==> config.mk <==
export PLATFORM = sky130hd
export DESIGN_NAME = pipelined_cla_addsub
export DESIGN_NICKNAME = d
export VERILOG_FILES = /design/src/rtl/pipelined_cla_addsub.sv
export SDC_FILE = /design/constraint.sdc
export NUM_CORES = 1
export LEC_CHECK = 0
export ABC_AREA = 1
export CORE_UTILIZATION = 40
export DETAILED_ROUTE_END_ITERATION = 8
export GPL_TIMING_DRIVEN = 1
export PLACE_DENSITY_LB_ADDON = 0.12
export SLEW_MARGIN = 5
export SYNTH_ARGS = -nofsm -noshare
export SYNTH_HDL_FRONTEND = slang
export SYNTH_SLANG_ARGS = --single-unit
==> constraint.sdc <==
create_clock -name clk -period 3.05 [get_ports clk]
set_input_delay 0.61 -clock clk [delete_from_list [all_inputs] [get_ports clk]]
set_output_delay 0.61 -clock clk [all_outputs]
set_load 0.02 [all_outputs]
==> src/rtl/pipelined_cla_addsub.sv <==
// Pipelined carry-lookahead adder/subtractor with valid/ready flow control.
// Stage k resolves operand segment k; lower sum bits and upper operand bits travel
// forward with the carry. Flags are formed in the final stage.
module pipelined_cla_addsub #(
  parameter int unsigned WIDTH  = 32,
  parameter int unsigned BLOCK  = 4,
  parameter int unsigned STAGES = 2
) (
  input  logic             clk,
  input  logic             rst_n,
  input  logic             in_valid,
  output logic             in_ready,
  input  logic [WIDTH-1:0] A,
  input  logic [WIDTH-1:0] B,
  input  logic             Cin,
  input  logic             SUB,
  output logic             out_valid,
  input  logic             out_ready,
  output logic [WIDTH-1:0] S,
  output logic             Cout,
  output logic             V,
  output logic             Z
);

  localparam int unsigned SEG    = WIDTH / STAGES;
  localparam int unsigned NG     = SEG / BLOCK;
  localparam int          SEG_I  = int'(SEG);
  localparam int          BLK_I  = int'(BLOCK);
  localparam int          NG_I   = int'(NG);
  localparam int          LAST_I = int'(STAGES) - 1;

  // One segment of lookahead addition: group G/P, then all group and bit carries
  // expanded as sum-of-products of the segment carry-in.
  function automatic logic [SEG:0] cla_seg(input logic [SEG-1:0] a,
                                           input logic [SEG-1:0] b,
                                           input logic           cin);
    logic [SEG-1:0] g;
    logic [SEG-1:0] p;
    logic [SEG-1:0] s;
    logic [NG-1:0]  gg;
    logic [NG-1:0]  gp;
    logic [NG:0]    gc;
    logic           t;
    logic           pp;
    int             base;
    g = a & b;
    p = a ^ b;
    s = '0;
    for (int j = 0; j < NG_I; j++) begin
      gg[j] = 1'b0;
      gp[j] = 1'b1;
      for (int i = 0; i < BLK_I; i++) begin
        gg[j] = g[j*BLK_I+i] | (p[j*BLK_I+i] & gg[j]);
        gp[j] = gp[j] & p[j*BLK_I+i];
      end
    end
    gc[0] = cin;
    for (int j = 1; j <= NG_I; j++) begin
      t = 1'b0;
      for (int i = 0; i < j; i++) begin
        pp = gg[i];
        for (int m = i + 1; m < j; m++) pp = pp & gp[m];
        t = t | pp;
      end
      pp = cin;
      for (int m = 0; m < j; m++) pp = pp & gp[m];
      gc[j] = t | pp;
    end
    for (int j = 0; j < NG_I; j++) begin
      base = j * BLK_I;
      for (int i = 0; i < BLK_I; i++) begin
        t = 1'b0;
        for (int m = 0; m < i; m++) begin
          pp = g[base+m];
          for (int q = m + 1; q < i; q++) pp = pp & p[base+q];
          t = t | pp;
        end
        pp = gc[j];
        for (int q = 0; q < i; q++) pp = pp & p[base+q];
        s[base+i] = p[base+i] ^ (t | pp);
      end
    end
    return {gc[NG_I], s};
  endfunction

  // Per-stage inputs: stage 0 reads the ports, stage k reads the registers of stage k-1.
  logic [WIDTH-1:0]  st_a [STAGES];
  logic [WIDTH-1:0]  st_b [STAGES];
  logic [WIDTH-1:0]  st_s [STAGES];
  logic [STAGES-1:0] st_c;
  logic [STAGES-1:0] st_v;
  logic [STAGES-1:0] v;
  logic [STAGES:0]   rdy;

  assign st_a[0]     = A;
  assign st_b[0]     = B ^ {WIDTH{SUB}};
  assign st_s[0]     = '0;
  assign st_c[0]     = Cin ^ SUB;
  assign st_v[0]     = in_valid;
  assign rdy[STAGES] = out_ready;
  assign in_ready    = rdy[0];
  assign out_valid   = v[STAGES-1];

  // Stage valid bits; a stage advances whenever it is empty or downstream can take its entry.
  always_ff @(posedge clk or negedge rst_n) begin
    if (!rst_n) begin
      v <= '0;
    end else begin
      for (int k = 0; k < int'(STAGES); k++) begin
        if (rdy[k]) v[k] <= st_v[k];
      end
    end
  end

  for (genvar k = 0; k < int'(STAGES); k++) begin : g_stage
    logic [SEG:0]     res;
    logic [WIDTH-1:0] sum_nxt;

    assign res    = cla_seg(st_a[k][k*SEG_I +: SEG_I], st_b[k][k*SEG_I +: SEG_I], st_c[k]);
    assign rdy[k] = ~v[k] | rdy[k+1];

    // Splice this stage's segment into the forwarded partial sum.
    always_comb begin
      sum_nxt = st_s[k];
      sum_nxt[k*SEG_I +: SEG_I] = res[SEG-1:0];
    end

    if (k < LAST_I) begin : g_mid
      logic [WIDTH-1:0] a_r;
      logic [WIDTH-1:0] b_r;
      logic [WIDTH-1:0] s_r;
      logic             c_r;

      // Intermediate datapath register; loads only real entries, no reset needed.
      always_ff @(posedge clk) begin
        if (rdy[k] && st_v[k]) begin
          a_r <= st_a[k];
          b_r <= st_b[k];
          s_r <= sum_nxt;
          c_r <= res[SEG];
        end
      end

      assign st_a[k+1] = a_r;
      assign st_b[k+1] = b_r;
      assign st_s[k+1] = s_r;
      assign st_c[k+1] = c_r;
      assign st_v[k+1] = v[k];
    end else begin : g_last
      // Result and flag register; holds while the consumer stalls.
      always_ff @(posedge clk or negedge rst_n) begin
        if (!rst_n) begin
          S    <= '0;
          Cout <= 1'b0;
          V    <= 1'b0;
          Z    <= 1'b0;
        end else if (rdy[k] && st_v[k]) begin
          S    <= sum_nxt;
          Cout <= res[SEG];
          V    <= (st_a[k][WIDTH-1] == st_b[k][WIDTH-1]) && (sum_nxt[WIDTH-1] != st_a[k][WIDTH-1]);
          Z    <= ~|sum_nxt;
        end
      end
    end
  end

endmodule

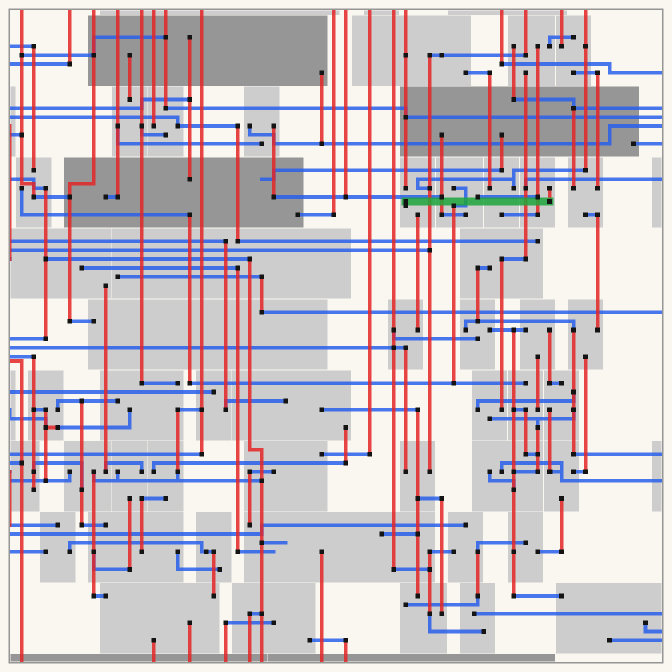
*Close-up of the layout, run 1*
Region (72, 16) to (97, 41) um. Cells in gray, sequential cells in the stronger gray; small squares are vias.
legend:
  blue:
    layer: met1
  green:
    layer: met3
  red:
    layer: met2
sequential cells in the window: 3
netlist names of flops here include: S (3)
cells with their middle in the window: 49
most frequent: nand2_1 (24), ha_1 (5), nand3_1 (4)

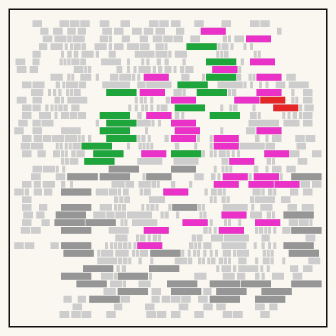
*Where the registers sit, run 1*
Other sequential cells in the stronger gray, the rest of the logic in the fainter gray.
legend:
  green:
    signal: g_stage.g_mid.s_r
    placed_flops: 16
  magenta:
    signal: S
    placed_flops: 32
  red:
    signal: v
    placed_flops: 2

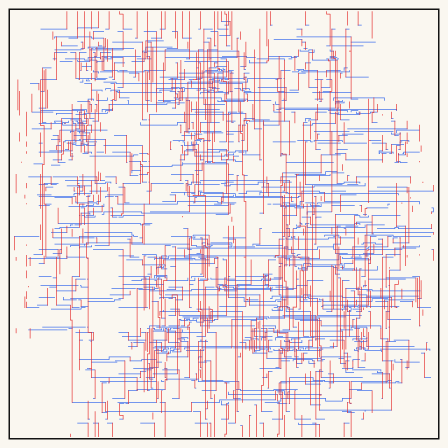
*Wiring by layer, run 1*
Only two layers are drawn.
legend:
  blue:
    layer: met1
    wire_length: 4700 um
  red:
    layer: met2
    wire_length: 4510 um

==> flow_metrics.env, run 1 <==
# implementation run metrics
export IMPL_status="finished with violations"
export IMPL_failing_checks="design-rule violations"
export IMPL_netSwitchingPower_mw=1.326
export IMPL_synth_adder_area_share_pct=13.58
export IMPL_synth_compound_gate_area_share_pct=4.424
export IMPL_finalWorstSetupSlack_ns=0.2795
export IMPL_worstSkewPairLatency_ns=0.33
export IMPL_final_hold_fails=0
export IMPL_synth_yosys_seq_area_share_pct=49.28
export IMPL_placed_area_sq_um=6122
export IMPL_yosysTopAreaCell="sky130_fd_sc_hd__edfxtp_1"
export IMPL_layout_area_comb_sq_um=2190
export IMPL_worst_clock_skew_ns=0.01056
export IMPL_num_nets_final=721
export IMPL_min_path_type="in -> async"
export IMPL_final_max_slew_viol_count=0
export IMPL_timing_critical_path_buf_inv=0
export IMPL_warning_count=34
export IMPL_timing_reg2reg_setup_slack_ns=0.28
export IMPL_dr_total_vias=3471
export IMPL_synth_xor_area_share_pct=10.44
export IMPL_yosysMostFrequentCell="sky130_fd_sc_hd__nand2_1"
export IMPL_clk_pin_slew_ns=0.07
export IMPL_buffer_ports_inserted=106
export IMPL_chipHeight_um=112.3
export IMPL_setup_worst_path_class="reg -> reg"
export IMPL_cpPeakStageDelay_ns=0.39
export IMPL_post_route_cells_drive_above_1_share_pct=6.908
export IMPL_tritoncts_num_sinks=86
export IMPL_synth_ff_latch_count=86
export IMPL_route_detailed_wl_per_inst_um=13.04
export IMPL_synth_cells_yosys=487
export IMPL_achievable_frequency_ghz=0.3609
export IMPL_netlist_instances=487
export IMPL_clockBufferDepth=2
export IMPL_synth_area_sq_um=4865
export IMPL_fp_utilization_pct=41.89
export IMPL_worstPathRequired_ns=3.32
export IMPL_root_buffer="sky130_fd_sc_hd__clkbuf_16"
export IMPL_route_detailed_drc=9
export IMPL_synthArstFlopShare_pct=43.02
export IMPL_final_min_clock_period_ns=2.771
export IMPL_grt_pass1_wl_um=16220
export IMPL_area_leaders="sky130_fd_sc_hd__edfxtp_1 (30%), sky130_fd_sc_hd__dfrtp_1 (19%), sky130_fd_sc_hd__ha_1 (10%)"
export IMPL_tritoncts_num_buffers=9
export IMPL_path_cells="ha_1, nand3_1, nand3_1, nand2_1, nand2_1, or2_2, nand2_1, nand3_1, fa_1, xnor2_1, nand2_1, nor2_1, nand3_1, nor2_1, nand2_1, nand2_1"
export IMPL_synthDistinctLibCells=33
run 1: power groups by stage:
stage / Clock [mW] / Sequential (mW) / Combinational (mW)
after floorplan: 0 / 1.82 / 0.591
after global placement: 0 / 1.66 / 1.36
after detailed placement: 0 / 1.67 / 1.40
after CTS: 1.21 / 1.64 / 1.40
after global routing: 1.26 / 1.67 / 1.53
final: 1.19 / 1.64 / 1.39
run 1: per-stage QoR:
| step | utilization [%] | instances | power, mW |
|---|---|---|---|
| 2_1_floorplan | - | 487 | 2.413 |
| 3_3_place_gp | 52.71 | 735 | 3.026 |
| 3_5_place_dp | 52.71 | 735 | 3.065 |
| 4_1_cts | 55.62 | 751 | 4.261 |
| 5_1_grt | 55.62 | 751 | 4.453 |
| 6_report | 55.62 | 751 | 4.218 |
run 1: area by class of cell:
cell class                 count  share of cell area, %
sequential                    86                  37.11
multi-input combinational    331                  33.89
timing repair buffer         115                  17.51
clock buffer                  13                  4.513
inverter                      60                  3.486
tap                          143                  2.770
clock inverter                 3                 0.7166
run 1: state kept, by name, indices dropped and copies added (netlist names):
| name | count |
|---|---|
| Cout | 1 |
| S | 32 |
| V | 1 |
| Z | 1 |
| g_stage.g_mid.a_r | 16 |
| g_stage.g_mid.b_r | 16 |
| g_stage.g_mid.c_r | 1 |
| g_stage.g_mid.s_r | 16 |
| v | 2 |
run 1: per-layer routing:
layer | share of wire (%) | global-route usage [%]
met4 | 0.96 | 5.067
met1 | 48 | 22.18
met2 | 46 | 27.08
met3 | 5.0 | 2.916
met5 | 0 | 0
run 1: cell usage in the layout (no fill, tap or decap), types with 10 or more instances in the layout:
cell type	instances
sky130_fd_sc_hd__clkbuf_16	10
sky130_fd_sc_hd__clkdlybuf4s50_1	104
sky130_fd_sc_hd__dfrtp_1	37
sky130_fd_sc_hd__edfxtp_1	49
sky130_fd_sc_hd__ha_1	40
sky130_fd_sc_hd__inv_1	57
sky130_fd_sc_hd__nand2_1	131
sky130_fd_sc_hd__nand3_1	21
sky130_fd_sc_hd__nor2_1	20
sky130_fd_sc_hd__o21ai_0	23
sky130_fd_sc_hd__xnor2_1	12
sky130_fd_sc_hd__xor2_1	41
run 1: worst paths after layout:
check / from / endpoint / cells past startpoint
worst min register to register: S[0] / S[0] / 2
worst min-delay path: rst_n / S[4] / 1
max in group asynchronous: rst_n / S[10] / 1
worst max-delay path: g_stage[0].g_mid.a_r[17] / Z / 16
worst max register to register: g_stage[0].g_mid.a_r[17] / Z / 16
min in group clk: S[0] / S[0] / 2
run 1: cell families after synthesis:
kind of cell    count (synthesis)
simple gates                  190
flops                          86
buf+inv                        70
xor+xnor                       55
fa+ha+maj                      48
compound gates                 38
## Run 2: what changed since run 1
--- a/config.mk
+++ b/config.mk
@@ -6,6 +6,7 @@
 export NUM_CORES = 1
 export LEC_CHECK = 0
 export ABC_AREA = 1
+export CORE_ASPECT_RATIO = 1.1
 export CORE_UTILIZATION = 40
 export DETAILED_ROUTE_END_ITERATION = 8
 export GPL_TIMING_DRIVEN = 1
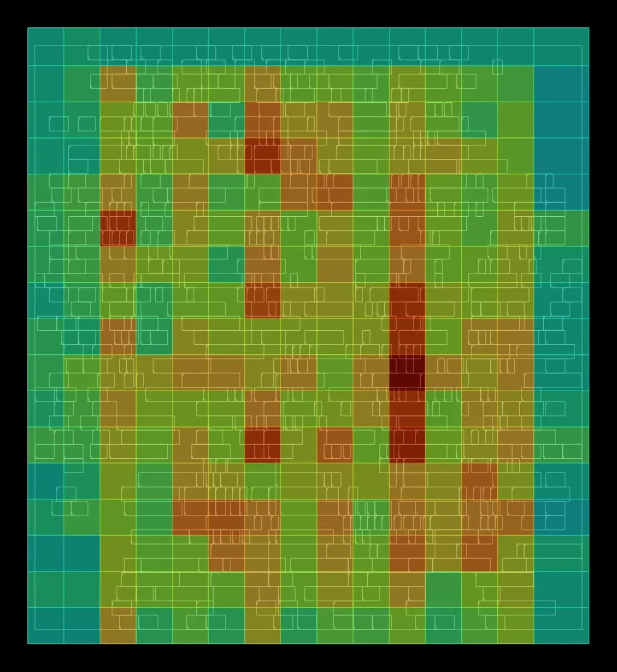
*Congestion heat map, run 2*
met1 usage in global routing: 20.54%
final standard cell utilization of the core: 55.62%
most utilized layer in the global route result: met2
routed len/inst: 12.61 um

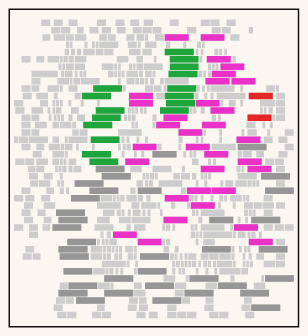
*Where the registers sit, run 2*
Other sequential cells in the stronger gray, the rest of the logic in the fainter gray.
legend:
  green:
    signal: g_stage.g_mid.s_r
    placed_flops: 16
  magenta:
    signal: S
    placed_flops: 32
  red:
    signal: v
    placed_flops: 2

==> run 2 against run 1 <==
The flow now finishes without violations. Worst hold slack better by 0.0036 ns. Fmax up 1.2%. Wire length down 2.3%. First-iteration DRC count up 28%. Utilization about the same. Non-clock buffer count up 1. Setup slack better by 0.033 ns.
==> flow_metrics.env, run 2 <==
# implementation run metrics
export IMPL_netlist_instances=487
export IMPL_worst_clock_skew_ns=0.006139
export IMPL_area_leaders="sky130_fd_sc_hd__edfxtp_1 (30%), sky130_fd_sc_hd__dfrtp_1 (19%), sky130_fd_sc_hd__ha_1 (10%)"
export IMPL_buffer_ports_inserted=106
export IMPL_layout_area_comb_sq_um=2200
export IMPL_status="finished clean"
export IMPL_root_buffer="sky130_fd_sc_hd__clkbuf_16"
export IMPL_yosysTopAreaCell="sky130_fd_sc_hd__edfxtp_1"
export IMPL_cpPeakStageDelay_ns=0.38
export IMPL_mostFrequentLayoutCells="sky130_fd_sc_hd__nand2_1 (131), sky130_fd_sc_hd__clkdlybuf4s50_1 (104), sky130_fd_sc_hd__inv_1 (57), sky130_fd_sc_hd__edfxtp_1 (49), sky130_fd_sc_hd__xor2_1 (41)"
export IMPL_largest_register_ff_count=32
export IMPL_final_hold_fails=0
export IMPL_route_detailed_drc=0
export IMPL_grt_pass1_wl_um=16220
export IMPL_clockBufferDepth=2
export IMPL_yosysMostFrequentCell="sky130_fd_sc_hd__nand2_1"
export IMPL_worstPathRequired_ns=3.32
export IMPL_setup_worst_path_class="reg -> reg"
export IMPL_largest_register_by_flop_count="S"
export IMPL_synth_area_sq_um=4865
export IMPL_path_cells="ha_1, nand3_1, nand3_1, nand2_1, nand2_1, or2_2, nand2_1, nand3_1, fa_2, xnor2_2, nand2_1, nor2_1, nand3_1, nor2_1, nand2_1, nand2_1"
export IMPL_achievable_frequency_ghz=0.3653
export IMPL_worstSkewPairLatency_ns=0.33
export IMPL_synthDistinctLibCells=33
export IMPL_final_max_slew_viol_count=0
export IMPL_post_layout_total_power_mw=4.171
export IMPL_num_nets_final=722
export IMPL_synthArstFlopShare_pct=43.02
export IMPL_grt_pass1_vias=3580
export IMPL_mostFrequentLayoutCell="sky130_fd_sc_hd__nand2_1"
export IMPL_critPathSlowestCell="sky130_fd_sc_hd__fa_2"
export IMPL_synth_cells_yosys=487
export IMPL_tritoncts_num_buffers=9
export IMPL_chipHeight_um=117.7
export IMPL_post_route_cells_drive_above_1_share_pct=7.061
export IMPL_final_min_clock_period_ns=2.737
export IMPL_warning_count=34
export IMPL_tritoncts_num_sinks=86
export IMPL_synth_ff_latch_count=86
export IMPL_dr_total_vias=3493
[run 2: cell types whose count changed in the layout (fill, tap and decap cells not counted)]
cell,delta
sky130_fd_sc_hd__clkinvlp_4,-1
sky130_fd_sc_hd__clkbuf_8,-2
sky130_fd_sc_hd__buf_12,+1
sky130_fd_sc_hd__clkinv_2,+2
sky130_fd_sc_hd__bufinv_16,+1
sky130_fd_sc_hd__clkbuf_1,+2
sky130_fd_sc_hd__xnor2_1,-1
sky130_fd_sc_hd__fa_2,+1
sky130_fd_sc_hd__xnor2_2,+1
sky130_fd_sc_hd__inv_6,-1
sky130_fd_sc_hd__fa_1,-1
sky130_fd_sc_hd__clkbuf_16,-1
[run 2: cells by family after synthesis]
group                      share of synthesized area, %
adders and majority gates                         13.58
xor gates and xnor gates                          10.44
buffers and inverters                             5.710
AOI/OAI and AO/OA                                 4.424
and+or+nand+nor                                   16.56
DFF                                               49.28
[run 2: worst max-delay path, delay by kind of cell (launching register included)]
kind                       cells  cell delay [ns]
xor gates and xnor gates       1             0.19
adders and majority gates      2             0.75
DFF                            1             0.37
and+or+nand+nor               13             1.35
[run 2: cell type report]
| type | instances | area share (%) |
|---|---|---|
| Multi-Input combinational cell | 331 | 33.96 |
| Inverter | 60 | 3.477 |
| Clock buffer | 12 | 3.805 |
| Timing Repair Buffer | 116 | 17.77 |
| Tap cell | 150 | 2.897 |
| Sequential cell | 86 | 37.01 |
| Clock inverter | 4 | 1.082 |
[run 2: final timing paths]
check | end | slack [ns] | cells after the start | start
min in group clk | S[3] | 0.47 | 2 | g_stage[0].g_mid.s_r[3]
worst max-delay path | Z | 0.31 | 16 | g_stage[0].g_mid.a_r[17]
worst min register to register | S[3] | 0.47 | 2 | g_stage[0].g_mid.s_r[3]
worst max register to register | Z | 0.31 | 16 | g_stage[0].g_mid.a_r[17]
worst min-delay path | S[5] | 0.39 | 1 | rst_n
max in group asynchronous | S[18] | 2.14 | 1 | rst_n
[run 2: metrics by stage]
step	utilization [%]	hold WS (ns)	cells	setup slack (ns)	instance area, sq um
after floorplan	-	0.3144	487	0.1634	4865
final	55.62	0.3853	759	0.3126	6477
after CTS	55.54	0.4111	759	0.1344	6467
after detailed placement	52.82	0.4651	743	0.002286	6151
after global placement	52.82	0.4662	743	0.08180	6151
after global routing	55.62	0.4647	759	0.03237	6477
[run 2: power by group]
group | switching (mW) | leakage [nW] | internal [mW]
sequential | 0.139 | 0.924 | 1.50
combinational | 0.743 | 1.86 | 0.640
clock | 0.410 | 0.157 | 0.737
total | 1.29 | 2.94 | 2.88
[run 2: layer usage]
metal  track usage (%)  routed length [um]  part of all wire (%)
met5                 0                   0                     0
met1             20.54                4328                    45
met2             28.19                4602                    48
met3             2.824                 507                   5.3
met4             5.651                 132                   1.4
## Run 3: what changed since run 2
--- a/config.mk
+++ b/config.mk
@@ -8,6 +8,7 @@
 export ABC_AREA = 1
 export CORE_ASPECT_RATIO = 1.1
 export CORE_UTILIZATION = 40
+export CTS_CLUSTER_DIAMETER = 100
 export DETAILED_ROUTE_END_ITERATION = 8
 export GPL_TIMING_DRIVEN = 1
 export PLACE_DENSITY_LB_ADDON = 0.12
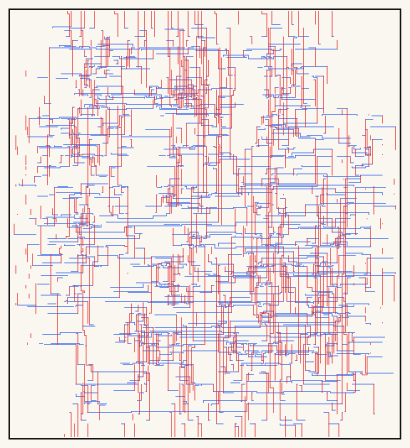
*Wiring by layer, run 3*
Only two layers are drawn.
legend:
  red:
    layer: met2
    wire_length: 4600 um
  blue:
    layer: met1
    wire_length: 4330 um

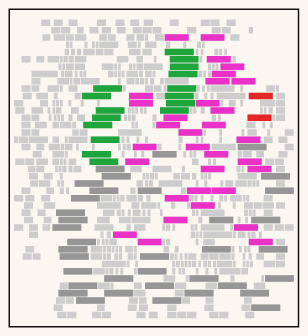
*Where the registers sit, run 3*
Other sequential cells in the stronger gray, the rest of the logic in the fainter gray.
legend:
  magenta:
    signal: S
    placed_flops: 32
  red:
    signal: v
    placed_flops: 2
  green:
    signal: g_stage.g_mid.s_r
    placed_flops: 16

==> run 3 against run 2 <==
Design area did not move. Cell count stayed put. Wire length is the same.
==> flow_metrics.env, run 3 <==
# implementation run metrics
export IMPL_setup_worst_path_class="reg -> reg"
export IMPL_worst_clock_skew_ns=0.006139
export IMPL_tritoncts_num_buffers=9
export IMPL_status="finished clean"
export IMPL_grt_pass1_wl_um=16220
export IMPL_post_route_cells_drive_above_1_share_pct=7.061
export IMPL_final_min_clock_period_ns=2.737
export IMPL_netlist_instances=487
export IMPL_grt_pass1_vias=3580
export IMPL_area_leaders="sky130_fd_sc_hd__edfxtp_1 (30%), sky130_fd_sc_hd__dfrtp_1 (19%), sky130_fd_sc_hd__ha_1 (10%)"
export IMPL_synthArstFlopShare_pct=43.02
export IMPL_r2r_worst_path_cells=16
export IMPL_num_nets_final=722
export IMPL_worstPathRequired_ns=3.32
export IMPL_mostFrequentLayoutCell="sky130_fd_sc_hd__nand2_1"
export IMPL_tritoncts_num_sinks=86
export IMPL_timing_rr_end="Z"
export IMPL_route_detailed_wl_per_inst_um=12.61
export IMPL_synth_area_sq_um=4865
export IMPL_achievable_frequency_ghz=0.3653
export IMPL_final_hold_fails=0
export IMPL_clockBufferDepth=2
export IMPL_worst_hold_slack_ns=0.3853
export IMPL_synthDistinctLibCells=33
export IMPL_final_max_slew_viol_count=0
export IMPL_mostFrequentLayoutCells="sky130_fd_sc_hd__nand2_1 (131), sky130_fd_sc_hd__clkdlybuf4s50_1 (104), sky130_fd_sc_hd__inv_1 (57), sky130_fd_sc_hd__edfxtp_1 (49), sky130_fd_sc_hd__xor2_1 (41)"
export IMPL_synth_ff_latch_count=86
export IMPL_synth_cells_yosys=487
export IMPL_chipHeight_um=117.7
export IMPL_r2r_start="g_stage[0].g_mid.a_r[17]"
export IMPL_layout_area_comb_sq_um=2200
export IMPL_warning_count=34
[run 3: cells by family after synthesis]
family                     after synthesis  synth area share, %
and+or+nand+nor                        190                16.56
AOI/OAI and AO/OA                       38                4.424
xor gates and xnor gates                55                10.44
buffers and inverters                   70                5.710
adders and majority gates               48                13.58
DFF                                     86                49.28
[run 3: where the power goes]
part | switching [mW] | internal, mW | total (mW)
sequential | 0.139 | 1.50 | 1.64
combinational | 0.743 | 0.640 | 1.38
clock | 0.410 | 0.737 | 1.15
total | 1.29 | 2.88 | 4.17
[run 3: worst max-delay path: stages, from the launching register on]
cell and delay (ns):
sky130_fd_sc_hd__edfxtp_1 0.37, sky130_fd_sc_hd__ha_1 0.37, sky130_fd_sc_hd__nand3_1 0.10, sky130_fd_sc_hd__nand3_1 0.09, sky130_fd_sc_hd__nand2_1 0.07, sky130_fd_sc_hd__nand2_1 0.07, sky130_fd_sc_hd__or2_2 0.33, sky130_fd_sc_hd__nand2_1 0.08
sky130_fd_sc_hd__nand3_1 0.12, sky130_fd_sc_hd__fa_2 0.38, sky130_fd_sc_hd__xnor2_2 0.19, sky130_fd_sc_hd__nand2_1 0.08, sky130_fd_sc_hd__nor2_1 0.09, sky130_fd_sc_hd__nand3_1 0.09, sky130_fd_sc_hd__nor2_1 0.10, sky130_fd_sc_hd__nand2_1 0.07
sky130_fd_sc_hd__nand2_1 0.06
[run 3: worst max path at each step]
stage | depth (start not counted) | from | to | slack [ns]
finish | 16 | g_stage[0].g_mid.a_r[17] | Z | 0.31
CTS | 16 | g_stage[0].g_mid.a_r[17] | Z | 0.13
global placement | 14 | B[8] | g_stage[0].g_mid.s_r[15] | 0.08
global route | 16 | g_stage[0].g_mid.a_r[18] | Z | 0.03
detailed placement | 14 | B[8] | g_stage[0].g_mid.s_r[15] | 0.002
floorplan | 16 | SUB | g_stage[0].g_mid.s_r[11] | 0.16
[run 3: layout make-up]
cell class / instances / share of cell area [%]
Timing Repair Buffer: 116 / 17.77
Tap cell: 150 / 2.897
Clock inverter: 4 / 1.082
Sequential cell: 86 / 37.01
Multi-Input combinational cell: 331 / 33.96
Clock buffer: 12 / 3.805
Inverter: 60 / 3.477
[run 3: routing by layer]
layer | up-vias | track usage (%) | share of wire (%)
li1 | 1803 | - | -
met1 | 1594 | 20.54 | 45
met2 | 85 | 28.19 | 48
met3 | 11 | 2.824 | 5.3
met4 | 0 | 5.651 | 1.4
met5 | - | 0 | 0
[run 3: through the flow]
step / cells / area (sq um) / power (mW) / utilization, % / setup WS [ns]
CTS: 759 / 6467 / 4.220 / 55.54 / 0.1344
detailed placement: 743 / 6151 / 3.058 / 52.82 / 0.002286
global placement: 743 / 6151 / 3.029 / 52.82 / 0.08180
finish: 759 / 6477 / 4.171 / 55.62 / 0.3126
global route: 759 / 6477 / 4.415 / 55.62 / 0.03237
floorplan: 487 / 4865 / 2.413 / - / 0.1634
Power and IR drop assume default switching activity.
